Design trace_buffer, sky130hd; sources not shown.
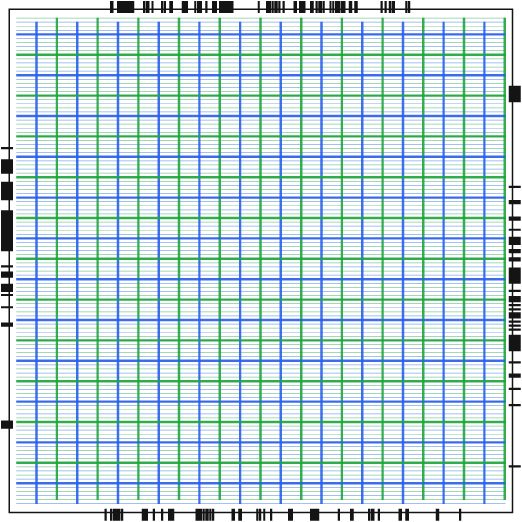
(power grid)
Drawn at 1.5 px/micron. Pins as bars on the die edge.
[VSS] blue
[VDD] green
rows: 119
signal pins: 251
met1 rails: 120
Vert. Die Dim: 335 microns
Horiz. Die Dim: 335 microns
placeable core region: 106,000 sq um

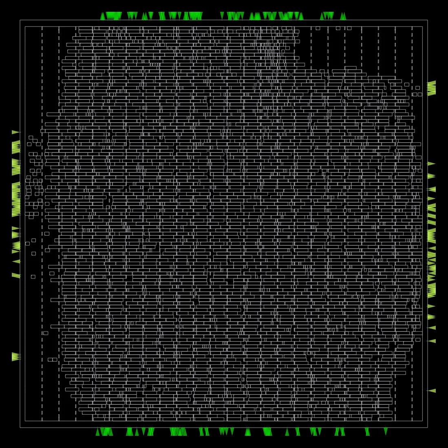
(cell outlines without signal wires)
Util after Layout: 74.8%
tally of non-filler cells in the final layout: 5,232
total number of placement rows: 119
Seq Cell Count: 1,649
FILL cells: 5,028

==> results.txt <==
The flow completed. The run finished with clean final reports. Power drawn by the combinational cells landed at 0.0167 W. STA classifies the critical path startpoint as a flip-flop.

Endpoints failing hold in the final report were tallied at 0. The library cell used most frequently in the layout, excluding fill and tap cells, is sky130_fd_sc_hd__edfxtp_1. Maximum level of the CTS H-tree landed at 5. The report lists the cells along the critical path as inv_1, ha_4, fa_4, buf_4, buf_12, buf_6, buf_4, mux4_2, nand2_1, nand3_1, and3_2, buf_4.

Reported max-cap violation count landed at 0. For the worst-skew pair, the clock arrives at the later sink with an insertion delay of 0.87 ns. Detail-routed via count per cell landed at around 7.1. Smallest setup slack after layout landed at 0.0439 ns. The critical path runs through a total of 12 cells. Number of sinks on the clock net landed at ~1,600.

In the layout the commonest cells are sky130_fd_sc_hd__edfxtp_1, sky130_fd_sc_hd__nand2_1, sky130_fd_sc_hd__mux4_2. Setup total negative slack on the finished layout was measured at 0 ns. Measured in cells, the most critical reg-to-reg path has a length of 6.

Portion of total power attributed to sequential cells landed at 28.0%. In this run, synthesis produced a sequential element count of about 1,600. Post-cts repair resize count landed at approximately 93. The leakage power in the latest report is 27.3 nW. The highest clock rate this design can be run at is ~0.16 GHz.

Total half-perimeter wirelength after legalization and detailed placement landed at ~82 mm. The completed layout was analyzed and its total power is roughly 0.045 W. Max-slew headroom at the worst pin landed at between 30% and 40%.

Final routed wirelength across all metal layers landed at about 200 mm. Looking at the power breakdown, combinational cells take a little under two fifths of the total. Along the critical path, the tally of buffer and inverter instances is 6. The data arrival time reported for the critical path is 4.27 ns. For this design, the slowest cell found on the critical path is sky130_fd_sc_hd__fa_4.

At the floorplan stage, the core utilization is reported as slightly above 60%. Port buffering added between 200 and 300 buffers. Logged for this run, the post-placement worst setup slack is about 0.62 ns. Initial antenna violation count landed at 27. Of the total power, the clock network draws a little over a third.

Fraction of power spent switching nets landed at 34.4%.
[metal layers]
| metal | global-route usage (%) | part of all wire [%] |
|---|---|---|
| met5 | 0 | 0.070 |
| met4 | 18.7 | 6.0 |
| met3 | 9.81 | 12 |
| met2 | 58.4 | 50 |
| met1 | 43.4 | 31 |
[kinds of logic after synthesis]
group / synth area share, %
flip-flops: 77.3
AND/OR/NAND/NOR: 5.67
multiplexers: 14.4
buffers and inverters: 1.40
XOR/XNOR: 0.671
AND-OR/OR-AND: 0.243
adder cells (fa/ha/maj): 0.364
[final cells by class]
type                            instances  area [sq um]
Sequential cell                      1649         49400
Fill cell                            5028         26600
Multi-Input combinational cell       1298         13800
Clock buffer                          321          7420
Timing Repair Buffer                  365          4180
Clock inverter                        182          2360
Tap cell                             1391          1740
Antenna cell                           16          40.0
Inverter                               10          37.5
Power and IR drop assume default switching activity.
